`config.mk`:
```
export PLATFORM = sky130hd
export DESIGN_NAME = throw_power_ctrl
export DESIGN_NICKNAME = d
export VERILOG_FILES = /design/src/rtl/throw_power_ctrl.sv
export SDC_FILE = /design/constraint.sdc
export NUM_CORES = 1
export LEC_CHECK = 0
export ABC_AREA = 1
export CELL_PAD_IN_SITES_DETAIL_PLACEMENT = 1
export CELL_PAD_IN_SITES_GLOBAL_PLACEMENT = 1
export CORE_ASPECT_RATIO = 0.5
export CORE_MARGIN = 2
export CORE_UTILIZATION = 35
export CTS_CLUSTER_DIAMETER = 30
export DETAILED_ROUTE_END_ITERATION = 10
export PLACE_DENSITY_LB_ADDON = 0.1
export SLEW_MARGIN = 10
export SYNTH_ARGS = -nofsm -noshare
export SYNTH_HDL_FRONTEND = slang
export SYNTH_SLANG_ARGS = --single-unit
```
`constraint.sdc`:
```
create_clock -name clk -period 2.5 [get_ports clk]
set_input_delay 0.5 -clock clk [delete_from_list [all_inputs] [get_ports clk]]
set_output_delay 0.5 -clock clk [all_outputs]
set_load 0.01 [all_outputs]
```
`src/rtl/throw_power_ctrl.sv`:
```
// Throw power controller: debounced button -> ping-pong charging meter -> one-cycle
// throw_trigger carrying the latched power, followed by a cooldown before re-arming.
module throw_power_ctrl #(
  parameter int unsigned DEBOUNCE_CYCLES = 650000,
  parameter int unsigned STEP_DIV        = 65000,
  parameter int unsigned POWER_STEP      = 4,
  parameter int unsigned POWER_MIN       = 16,
  parameter int unsigned POWER_MAX       = 240,
  parameter int unsigned HOLD_TIMEOUT    = 6500000,
  parameter int unsigned COOLDOWN_CYCLES = 2000000
) (
  input  logic       clk,
  input  logic       rst,
  input  logic       throw_button,
  input  logic       enable,
  output logic       throw_trigger,
  output logic [7:0] power_out,
  output logic       charging,
  output logic       ready,
  output logic [1:0] o_dbg_state
);

  localparam int unsigned DB_W   = $clog2(DEBOUNCE_CYCLES + 1);
  localparam int unsigned STEP_W = $clog2(STEP_DIV + 1);
  localparam int unsigned HOLD_W = $clog2(HOLD_TIMEOUT + 1);
  localparam int unsigned CD_W   = $clog2(COOLDOWN_CYCLES + 1);

  localparam logic [DB_W-1:0]   DB_LAST   = DB_W'(DEBOUNCE_CYCLES - 1);
  localparam logic [STEP_W-1:0] STEP_LAST = STEP_W'(STEP_DIV - 1);
  localparam logic [HOLD_W-1:0] HOLD_LAST = HOLD_W'(HOLD_TIMEOUT - 1);
  localparam logic [CD_W-1:0]   CD_LAST   = CD_W'(COOLDOWN_CYCLES - 1);

  localparam logic [7:0]        P_MIN8  = 8'(POWER_MIN);
  localparam logic [7:0]        P_MAX8  = 8'(POWER_MAX);
  localparam logic [8:0]        P_MAX9  = 9'(POWER_MAX);
  localparam logic [8:0]        P_STEP9 = 9'(POWER_STEP);
  localparam logic signed [9:0] P_MIN10 = 10'(POWER_MIN);
  localparam logic signed [9:0] P_STEP10 = 10'(POWER_STEP);

  typedef enum logic [1:0] {
    S_IDLE     = 2'd0,
    S_CHARGING = 2'd1,
    S_FIRE     = 2'd2,
    S_COOLDOWN = 2'd3
  } state_t;

  state_t            r_state;
  state_t            w_state_next;
  logic              r_sync1;
  logic              r_sync2;
  logic              r_btn_db;
  logic              r_btn_dly;
  logic [DB_W-1:0]   r_db_cnt;
  logic [7:0]        r_power;
  logic              r_dir_down;
  logic [STEP_W-1:0] r_step_cnt;
  logic [HOLD_W-1:0] r_hold_cnt;
  logic [CD_W-1:0]   r_cd_cnt;
  logic              r_ready;

  logic [7:0]        w_power_next;
  logic              w_dir_next;
  logic [STEP_W-1:0] w_step_next;
  logic [HOLD_W-1:0] w_hold_next;
  logic [CD_W-1:0]   w_cd_next;
  logic              w_press;
  logic              w_release;
  logic [8:0]        w_up;
  logic signed [9:0] w_dn;
  logic              w_dn_turn;
  logic              w_up_turn;
  logic [7:0]        w_step_power;
  logic              w_step_dir;

  // Synchroniser + debounce: btn_db only follows after DEBOUNCE_CYCLES disagreeing cycles.
  always_ff @(posedge clk) begin
    if (rst) begin
      r_sync1   <= 1'b0;
      r_sync2   <= 1'b0;
      r_btn_db  <= 1'b0;
      r_btn_dly <= 1'b0;
      r_db_cnt  <= '0;
    end else begin
      r_sync1   <= throw_button;
      r_sync2   <= r_sync1;
      r_btn_dly <= r_btn_db;
      if (r_sync2 != r_btn_db) begin
        if (r_db_cnt == DB_LAST) begin
          r_btn_db <= r_sync2;
          r_db_cnt <= '0;
        end else begin
          r_db_cnt <= r_db_cnt + DB_W'(1);
        end
      end else begin
        r_db_cnt <= '0;
      end
    end
  end

  assign w_press   = r_btn_db & ~r_btn_dly;
  assign w_release = ~r_btn_db & r_btn_dly;

  // Step arithmetic is done wide so neither direction can wrap before clamping.
  assign w_up         = {1'b0, r_power} + P_STEP9;
  assign w_dn         = $signed({2'b00, r_power}) - P_STEP10;
  assign w_up_turn    = (w_up >= P_MAX9);
  assign w_dn_turn    = (w_dn <= P_MIN10);
  assign w_step_power = r_dir_down ? (w_dn_turn ? P_MIN8 : w_dn[7:0])
                                   : (w_up_turn ? P_MAX8 : w_up[7:0]);
  assign w_step_dir   = r_dir_down ? ~w_dn_turn : w_up_turn;

  always_comb begin
    w_state_next = r_state;
    w_power_next = r_power;
    w_dir_next   = r_dir_down;
    w_step_next  = r_step_cnt;
    w_hold_next  = r_hold_cnt;
    w_cd_next    = r_cd_cnt;
    case (r_state)
      S_IDLE: begin
        if (w_press && enable) begin
          w_state_next = S_CHARGING;
          w_power_next = P_MIN8;
          w_dir_next   = 1'b0;
          w_step_next  = '0;
          w_hold_next  = '0;
        end
      end
      S_CHARGING: begin
        if (!enable) begin
          w_state_next = S_IDLE;
        end else if (w_release || (r_hold_cnt == HOLD_LAST)) begin
          w_state_next = S_FIRE;
        end else begin
          w_hold_next = r_hold_cnt + HOLD_W'(1);
          if (r_step_cnt == STEP_LAST) begin
            w_step_next  = '0;
            w_power_next = w_step_power;
            w_dir_next   = w_step_dir;
          end else begin
            w_step_next = r_step_cnt + STEP_W'(1);
          end
        end
      end
      S_FIRE: begin
        w_state_next = S_COOLDOWN;
        w_cd_next    = '0;
      end
      S_COOLDOWN: begin
        // A held button must be released before the controller re-arms.
        if (r_cd_cnt == CD_LAST) begin
          if (!r_btn_db) w_state_next = S_IDLE;
        end else begin
          w_cd_next = r_cd_cnt + CD_W'(1);
        end
      end
      default: w_state_next = S_IDLE;
    endcase
  end

  always_ff @(posedge clk) begin
    if (rst) begin
      r_state    <= S_IDLE;
      r_power    <= 8'd0;
      r_dir_down <= 1'b0;
      r_step_cnt <= '0;
      r_hold_cnt <= '0;
      r_cd_cnt   <= '0;
      r_ready    <= 1'b0;
    end else begin
      r_state    <= w_state_next;
      r_power    <= w_power_next;
      r_dir_down <= w_dir_next;
      r_step_cnt <= w_step_next;
      r_hold_cnt <= w_hold_next;
      r_cd_cnt   <= w_cd_next;
      r_ready    <= (w_state_next == S_IDLE) && enable;
    end
  end

  assign throw_trigger = (r_state == S_FIRE);
  assign charging      = (r_state == S_CHARGING);
  assign power_out     = r_power;
  assign ready         = r_ready;
  assign o_dbg_state   = r_state;

endmodule

```
registers.png
Other sequential cells in the stronger grey, the rest of the logic in the fainter grey.
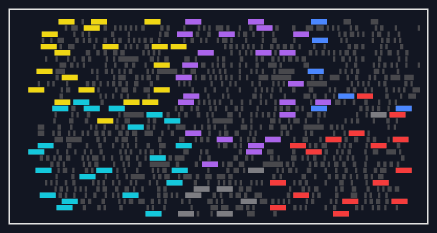
[`r_db_cnt`] yellow | flops: 20
[`r_cd_cnt`] cyan | flops: 21
[`r_step_cnt`] red | flops: 16
[`r_hold_cnt`] purple | flops: 23
[`power_out`] blue | flops: 6

zoom.png
Window x 21 to 71, y 44 to 94 um. Cells in grey, sequential cells in the stronger grey; small squares are vias.
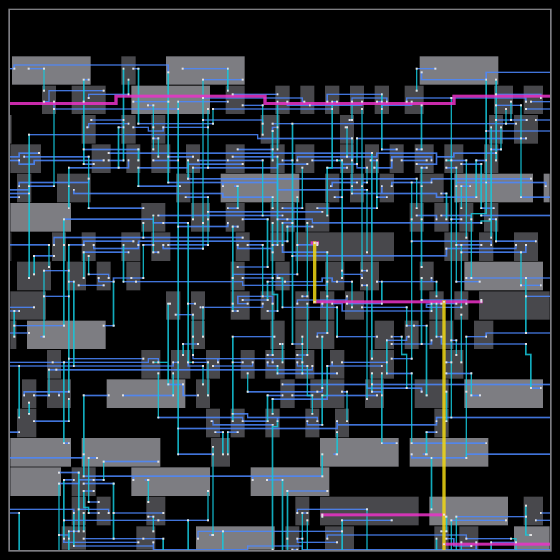
[met4] yellow
[met2] cyan
[met1] blue
[met3] magenta
sequential cells in the window: 20
netlist names of flops here include: `r_db_cnt` (15), `r_cd_cnt` (5)
most frequent: nand2_1 (32), dfxtp_1 (20), nor2_1 (19)
cells with their middle in the window: 144

==> flow_summary.toml <==
# generated from flow reports
[drt]
wl_per_cell_um = 14.3
dr_wl_met2_mm = 7.24
drt-met1-wl_mm = 8.50
topRoutingLayerUsed = "met4"
finalWirelength_mm = 16.2
ant_nets = 0
vias_per_cell = 5.08
initialDrtViolationCount = 203

[final_layout]
mostFrequentLayoutCell = "nand2_1"
clkCellAreaFrac_pct = 4.52
largest_register_ffs = 23
final_area_sq_um = 6280
sh_seq_area_pct = 29.9
buffers = 28
biggestRegsByFlops = "r_hold_cnt: 23 flops, r_cd_cnt: 21 flops, r_db_cnt: 20 flops"
sh_comb_area_pct = 52.0
drive_above_1_share_pct = 6.39
nMultiInputCombCells = 695
inverters = 91
post-route-util_pct = 40.4
regArea_sq_um = 1880

[synth]
edf_count = 0
synthSimpleGateAreaFrac_pct = 44.9
synthTopCellsByArea = "dfxtp_1, nand2_1, nor2_1, nand3_1, inv_1"
ys_sh_adder_pct = 1.56
ys.flops = 94
ys_sh_mux_pct = 0
synth_area_sq_um = 5620
top_cells_by_count = "nand2_1, nor2_1, dfxtp_1, inv_1, nand3_1"
synthFlopType = "dfxtp_1"
postSynthSeqShare_pct = 33.5
synth_chip_area_sq_um = 5620
synth.most_common_cell = "nand2_1"
syn_avg_cell_area_sq_um = 6.21
ys_types = 41
synth-xor-area-share_pct = 2.03
yosys.area.top_type = "dfxtp_1"
ys_cells = 904
postSynthCellCount = 904

[die]
core_util_floorplan_pct = 36.2
rows = 32
core_sq_um = 15500
ios = 17
die_area_sq_um = 17100
die_width_um = 183

[power_and_ir_drop]
total_power_w = 0.00290
sw_frac_of_total_pct = 24.0
seqPwrFrac_pct = 51.7
cellLeakagePower_nw = 2.24
peakVddDrop_v = 0.000309
pg_comb_w = 0.0000509
power_sequential_w = 0.00150
pwr-share-comb_pct = 1.8
clockPowerShare_pct = 46.5

[worst_setup_path]
r2r_slack_ns = 0.26
crit_required_ns = 2.74
worstPathCellList = "ha_1 -> nand2_1 -> inv_1 -> nand2_1 -> nor2_1 -> nand3_1 -> nand3_1 -> nand2_2 -> clkinv_2 -> a21oi_1 -> nor2_1"
worst-setup-path-type = "reg2reg"
cp_max_fo = 28
slowest_stage = "clkinv_2"
reg2regPathDepth = 11
crit_start = "r_hold_cnt[0]$_SDFFE_PP0P_"
crit_buf_inv = 2
critical_path.top_delay_family = "simple AND/OR/NAND/NOR gates"
r2r-start = "r_hold_cnt[0]$_SDFFE_PP0P_"
reg2reg_to = "r_hold_cnt[0]$_SDFFE_PP0P_"
critPathCaptureType = "flop"
critPathArrivalTime_ns = 2.48
setup.worst_path.start_class = "flop"
crit_end = "r_hold_cnt[0]$_SDFFE_PP0P_"
worstSetupPathDepth = 11
slowest_delay_ns = 0.42

[final_timing]
fmax_ghz = 0.447
timing.final.crit_period_ns = 2.24
hold_viol_final = 0
worst_slew_pin_slew_ns = 0.975
setup_viol = 0
whs_ns = 0.405
final_max_slew_viol_count = 0
relSlewSlack_pct = 34.7
final.setup.worst_slack_ns = 0.262
fin_setup_tns_ns = 0
finClkSkew_ns = 0.00965

[cts]
clk_path_buf_depth = 2
hold_buffers = 0
cts_tree = "built"
cts_resized = 0
cts_max_level = 3
clk_pin_slew_ns = 0.07
cts.sinks = 94
cts-buffers-inserted = 9
post_cts_buffers = 0

[placed_design]
dpl_worst_slack_ns = 0.197
hpwl_mm = 12.3
dpl_cell_area_sq_um = 6000
gp_congestion = 0.838
portBuffers = 14

[worst_hold_path]
holdPathStages = 2
min_to = "r_sync2$_SDFF_PP0_"
hold_class = "reg2reg"

[global_routing]
grt_max_degree = 29
grt_pass1_vias = 5803
gr-usage-met2_pct = 33.9
grt_overflow_total = 0
track_usage_pct = 20.0
busiest_layer = "met2"
grt_pass1_wl_mm = 27.8

[job]
maxCapViolCount = 0

[status]
outcome = "finished clean"
No activity file was given, so power comes from the tool's default toggle rates.
